**config.mk**
```make
export PLATFORM = sky130hd
export DESIGN_NAME = scanmux_secure_select_ctrl_flat
export DESIGN_NICKNAME = d
export VERILOG_FILES = /design/src/rtl/scanmux_secure_select_ctrl_if.sv /design/src/rtl/scanmux_secure_select_ctrl.sv /design/src/flat_wrapper.sv
export SDC_FILE = /design/constraint.sdc
export NUM_CORES = 1
export LEC_CHECK = 0
export CAP_MARGIN = 10
export CELL_PAD_IN_SITES_DETAIL_PLACEMENT = 1
export CELL_PAD_IN_SITES_GLOBAL_PLACEMENT = 1
export CORE_MARGIN = 5
export CORE_UTILIZATION = 38
export DETAILED_ROUTE_END_ITERATION = 10
export PLACE_DENSITY_LB_ADDON = 0.1
export SLEW_MARGIN = 5
export SYNTH_ARGS = -nofsm -noshare
export SYNTH_HDL_FRONTEND = slang
export SYNTH_SLANG_ARGS = --single-unit
```
**constraint.sdc**
```tcl
create_clock -name ijtag_tck -period 1.99 [get_ports ijtag_tck]
set_input_delay 0.199 -clock ijtag_tck [delete_from_list [all_inputs] [get_ports ijtag_tck]]
set_output_delay 0.199 -clock ijtag_tck [all_outputs]
set_load 0.02 [all_outputs]
```
**src/rtl/scanmux_secure_select_ctrl_if.sv**
```systemverilog
// IJTAG scan-port bundle for the secure select controller: the select/enable
// strobes and scan data in from the network, and scan data out back to it.
interface scanmux_secure_select_ctrl_if;
    logic ijtag_sel;
    logic ijtag_ce;
    logic ijtag_se;
    logic ijtag_ue;
    logic ijtag_si;
    logic ijtag_so;

    modport master (
        output ijtag_sel,
        output ijtag_ce,
        output ijtag_se,
        output ijtag_ue,
        output ijtag_si,
        input  ijtag_so
    );

    modport slave (
        input  ijtag_sel,
        input  ijtag_ce,
        input  ijtag_se,
        input  ijtag_ue,
        input  ijtag_si,
        output ijtag_so
    );
endinterface

```
**src/rtl/scanmux_secure_select_ctrl.sv**
```systemverilog
// Keyed IJTAG CSU register that opens a secure scan mux only with the right key.
// Optional macro SCANMUX_SECURE_LOCK_CLOSE_EN: lockout also forces the mux closed.
module scanmux_secure_select_ctrl #(
    parameter int               KEY_W     = 16,
    parameter logic [KEY_W-1:0] KEY_VALUE = 16'hA5C3,
    parameter int               MAX_FAIL  = 3
) (
    input  logic                               ijtag_tck,
    input  logic                               ijtag_reset,
    scanmux_secure_select_ctrl_if.slave        scan,
    output logic                               mux_select,
    output logic                               locked,
    output logic [2:0]                         fail_count
);

    typedef enum logic [1:0] {
        OP_NONE,
        OP_CAPTURE,
        OP_SHIFT,
        OP_UPDATE
    } op_e;

    localparam logic [2:0] FAIL_LIMIT = 3'(MAX_FAIL);

    logic [KEY_W:0] sr_q;
    logic [KEY_W:0] sr_d;
    logic           mux_select_q;
    logic           mux_select_d;
    logic           locked_q;
    logic           locked_d;
    logic [2:0]     fail_count_q;
    logic [2:0]     fail_count_d;

    op_e            op;
    logic           key_match;
    logic [2:0]     fail_next;

    // One op per selected cycle; capture wins over shift, shift over update.
    always_comb begin
        op = OP_NONE;
        if (scan.ijtag_sel) begin
            if (scan.ijtag_ce) begin
                op = OP_CAPTURE;
            end else if (scan.ijtag_se) begin
                op = OP_SHIFT;
            end else if (scan.ijtag_ue) begin
                op = OP_UPDATE;
            end
        end
    end

    assign key_match = (sr_q[KEY_W-1:0] == KEY_VALUE);
    assign fail_next = fail_count_q + 3'd1;

    always_comb begin
        // NOTE: every _d starts as its _q so no path through the case infers a latch.
        sr_d         = sr_q;
        mux_select_d = mux_select_q;
        locked_d     = locked_q;
        fail_count_d = fail_count_q;

        case (op)
            OP_CAPTURE: begin
                // Key field captures as zeros so the stored key is never scanned out.
                sr_d = {mux_select_q, {KEY_W{1'b0}}};
            end
            OP_SHIFT: begin
                sr_d = {scan.ijtag_si, sr_q[KEY_W:1]};
            end
            OP_UPDATE: begin
                if (!locked_q) begin
                    if (!sr_q[KEY_W]) begin
                        mux_select_d = 1'b0;
                    end else if (key_match) begin
                        mux_select_d = 1'b1;
                        fail_count_d = 3'd0;
                    end else begin
                        fail_count_d = fail_next;
                        if (fail_next == FAIL_LIMIT) begin
                            locked_d = 1'b1;
`ifdef SCANMUX_SECURE_LOCK_CLOSE_EN
                            mux_select_d = 1'b0;
`else
                            mux_select_d = mux_select_q;
`endif
                        end
                    end
                end
            end
            default: begin
            end
        endcase
    end

    always_ff @(posedge ijtag_tck) begin
        // NOTE: non-blocking assignments keep all flops sampling pre-edge values.
        if (ijtag_reset) begin
            sr_q         <= '0;
            mux_select_q <= 1'b0;
            locked_q     <= 1'b0;
            fail_count_q <= 3'd0;
        end else begin
            sr_q         <= sr_d;
            mux_select_q <= mux_select_d;
            locked_q     <= locked_d;
            fail_count_q <= fail_count_d;
        end
    end

    assign scan.ijtag_so = sr_q[0];
    assign mux_select    = mux_select_q;
    assign locked        = locked_q;
    assign fail_count    = fail_count_q;

endmodule

```
**src/flat_wrapper.sv**
```systemverilog
// flat-port wrapper written by rule: the top's interface ports become plain ports
module scanmux_secure_select_ctrl_flat 
#(
    parameter int               KEY_W     = 16,
    parameter logic [KEY_W-1:0] KEY_VALUE = 16'hA5C3,
    parameter int               MAX_FAIL  = 3
)
  (ijtag_tck, ijtag_reset, mux_select, locked, fail_count, scan_ijtag_sel, scan_ijtag_ce, scan_ijtag_se, scan_ijtag_ue, scan_ijtag_si, scan_ijtag_so);
  scanmux_secure_select_ctrl_if scan_i ();
  input  logic ijtag_tck;
  input  logic ijtag_reset;
  output logic mux_select;
  output logic locked;
  output logic [2:0] fail_count;
  input wire logic [$bits(scan_i.ijtag_sel)-1:0] scan_ijtag_sel;
  input wire logic [$bits(scan_i.ijtag_ce)-1:0] scan_ijtag_ce;
  input wire logic [$bits(scan_i.ijtag_se)-1:0] scan_ijtag_se;
  input wire logic [$bits(scan_i.ijtag_ue)-1:0] scan_ijtag_ue;
  input wire logic [$bits(scan_i.ijtag_si)-1:0] scan_ijtag_si;
  output wire logic [$bits(scan_i.ijtag_so)-1:0] scan_ijtag_so;
  assign scan_i.ijtag_sel = scan_ijtag_sel;
  assign scan_i.ijtag_ce = scan_ijtag_ce;
  assign scan_i.ijtag_se = scan_ijtag_se;
  assign scan_i.ijtag_ue = scan_ijtag_ue;
  assign scan_i.ijtag_si = scan_ijtag_si;
  assign scan_ijtag_so = scan_i.ijtag_so;
  scanmux_secure_select_ctrl #(.KEY_W(KEY_W), .KEY_VALUE(KEY_VALUE), .MAX_FAIL(MAX_FAIL)) u_core (.ijtag_tck(ijtag_tck), .ijtag_reset(ijtag_reset), .scan(scan_i), .mux_select(mux_select), .locked(locked), .fail_count(fail_count));
endmodule
```
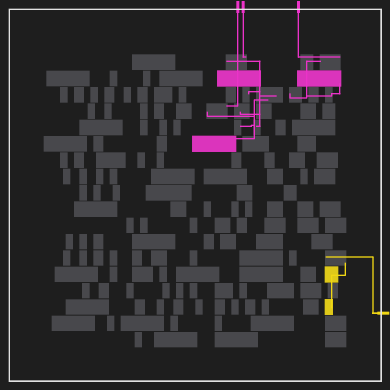
(images/io_fan.png)
Drawn at 6 px/um.
Key: `fail_count` = magenta [bits 3, direction output, edge top, end cells 3, buffers 3, wire 108 um]; `scan_ijtag_se` = yellow [bits 1, direction input, edge right, end cells 2, buffers 1, wire 27.6 um]
Ports: 13
# port buffers: 12

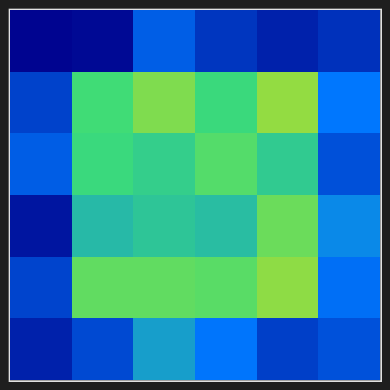
(images/cell_density.png)
Drawn at 6 px/um. 6 x 6 tiles, from dark blue (low) to red (high), 0 to 100% covered.
The mean over all tiles is 31%. The emptiest ninth of the die: upper left. 5.6% of the tiles are nearly empty.
Pre-Place Util: 40.33%
Core Footprint: 2522 um^2
utilization after layout: 48.86%

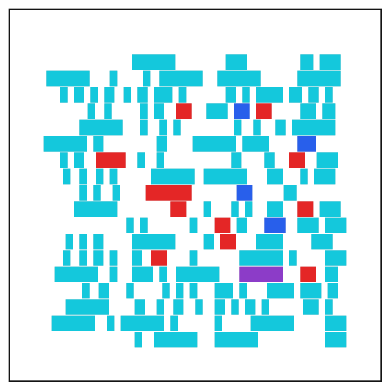
(images/sizes.png)
Drawn at 6 px/um.
Key: _6 and larger = purple [cells 1, share 0.68%]; _2 cells = blue [cells 4, share 2.7%]; _3 and _4 cells = red [cells 11, share 7.5%]; _0 and _1 cells = cyan [cells 131, share 89%]
synth-to-layout area growth: 21.16%
worst setup margin: 182.2 ps
design area: 1232 um^2
Non-clk bufs: 19

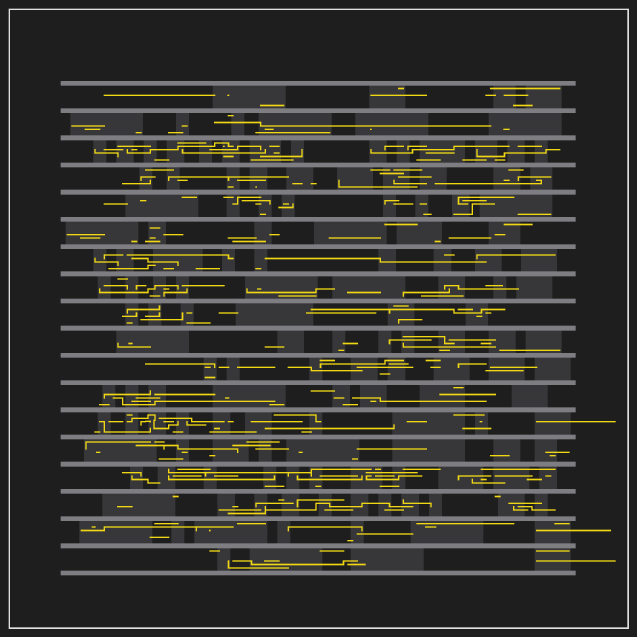
(images/layer_met1.png)
Drawn at 10 px/um. Supply wires on this layer in gray. Cells faint in the background.
The layer holds 46% of the routed length. 144 nets have wire on it. The wires run mostly horizontal.
total wire length: 2161 um
GR Util met1: 13.75%
vias: 903

==> out/metrics.csv <==
metric,value,unit
Cells on Worst Hold Path,2,
dominant register cell,dfxtp_1,
sw frac,23.21,%
"top cells, area","dfxtp_1 (43%), nor2_1 (13%), a21oi_1 (10%), nand2_1 (7.0%), ha_1 (4.9%)",
sequential power share,62.4,%
Tot GR Track Use,13.13,%
register share after synthesis,43.30,%
worst r2r path cells,4,
DR pass1 iterations,4,
maximum capacitance violations,0,
tool warnings,28,
CTS Buffer Depth,2,
largest net degree at the start of global routing,35,
Antenna Cells,0,
Avg Vias per Cell,5.102,
Yosys cell types,22,
FF-to-FF End,u_core.locked$_SDFFE_PP0N_,
Final Hold Viols,0,
worst-path fanout max,4,
CP startpoint kind,input pin,
Final Max Tran Viols,0,
crit path capture,u_core.locked$_SDFFE_PP0N_,
grt ovf,0,
Critical-path top delay cell,or4_2,
FMAX,553.2,MHz
Yosys chip area,1017,um^2
switching power,0.0001641,W
Sink Count,22,
placed cell area,1210,um^2
routability cong.,0.7178,
most instantiated cells after synthesis,"nor2_1 (35), dfxtp_1 (22), a21oi_1 (21), nand2_1 (19), clkbuf_1 (8)",
"area leader, netlist",dfxtp_1,
fillcell total,336,
critical-path cell list,clkdlybuf4s50_1 -> nor2_1 -> nor3b_1 -> ha_1 -> nand3_1 -> or4_2 -> a21oi_1,
clock tree from TritonCTS,yes,
Top Layout Cells,"nor2_1 (35), dfxtp_1 (22), a21oi_1 (21), nand2_1 (19), clkdlybuf4s50_1 (12)",
Cell Int Power,0.0005430,W
Residual DRC,0,
Clock Latency Late Sink,300,ps
delay of the slowest cell on the worst path,550,ps
setup bufs post-CTS,0,
Post-synth ARST share,0,%
synthesized area,1017,um^2
worst hold-check path type,register to register,
Pleak,0.4540,nW
outcome,"finished, final reports clean",
initial drt markers,21,
ratio of cells with drive above 1 in the final layout,10.88,%
Worst Setup SP,scan_ijtag_se,
CP Class,input pin to register,
Clock Power Share,27.2,%
Post-Syn Instances,133,
vias in the first global route,925,
period utilization,90.84,%
post-place setup slack,-154.5,ps
Synthesized Nets,144,
hold path start,u_core.fail_count[2]$_SDFFE_PP0P_,
routed len/inst,12.21,um
Resized cells post-CTS,0,
CP top delay family,simple AND/OR/NAND/NOR gates,
DIE HEIGHT,61.74,um
HPWL after DPL,1599,um
Gate power share,10.4,%
Die Wd,61.74,um
crit path DRT,2220,ps
yosys warns,0,
final clock skew,6.931,ps
worst path arrival time,2040,ps
"EDFF count, synth",0,
total CTS buffers,3,
H-tree depth,1,
"Registers, synthesis",22,
fin crit period,1808,ps
PwrDens,573.8,nW/um^2
Worst-path clk slew,110,ps
Flop area,440.4,um^2
nets@finish,160,
endpoint type of the worst setup path,register,
Slew @ Worst Pin,312.9,ps
most frequent cell after synthesis,nor2_1,
most numerous logic cell after layout,nor2_1,
slew margin rel.,78.98,%
Setup TNS,0,ps
Worst path depth,7,
Avg Inst Size Synth,7.648,um^2
# rows,18,
placed insts,174,
kinds of logic after synthesis:
logic type	Yosys count	synth area share, %
compound gates	24	12.18
mux	1	0.9840
flops	22	43.30
simple gates	71	34.56
fa+ha+maj	4	4.920
buf+inv	11	4.059
final cells by class:
type	instances	area share, %
clock buffer	3	1.827
inverter	3	0.9137
multi-input combinational	100	43.45
sequential	22	35.74
tap	30	3.046
timing repair buffer	19	15.03
state kept, by name, summed over array words and instances, names as in the netlist:
register           cells
u_core.mux_select      1
u_core.fail_count      3
u_core.locked          1
u_core.sr_q           17
per-layer routing:
| layer | vias to the layer above | routed length (um) | part of all wire [%] | GRT usage (%) |
|---|---|---|---|---|
| met4 | 0 | 22 | 1.0 | 6.364 |
| met5 | - | 0 | 0 | 0 |
| met3 | 2 | 77 | 3.6 | 2.479 |
| met1 | 423 | 991 | 46 | 13.75 |
| li1 | 468 | - | - | - |
| met2 | 10 | 1070 | 50 | 24.81 |
power groups by stage:
stage          sequential, W  clock [W]  combinational [W]
5_1_grt             0.000442   0.000230          0.0000815
6_report            0.000441   0.000193          0.0000735
3_5_place_dp        0.000451          0          0.0000745
2_1_floorplan       0.000451          0          0.0000377
3_3_place_gp        0.000451          0          0.0000732
4_1_cts             0.000441   0.000211          0.0000751
worst min-delay path: stages (launching register included):
cell and delay [ps]:
dfxtp_1 340, nand2_1 60, a21oi_1 50
per-stage QoR:
stage / total power (W) / hold slack [ps]
after floorplan: 0.0004887 / 268.1
after global placement: 0.0005242 / 465.2
after detailed placement: 0.0005256 / 477.2
after CTS: 0.0007272 / 495.0
after global routing: 0.0007533 / 534.0
final: 0.0007071 / 487.9
Power figures rest on the tool's default switching activity, not on a simulated workload.
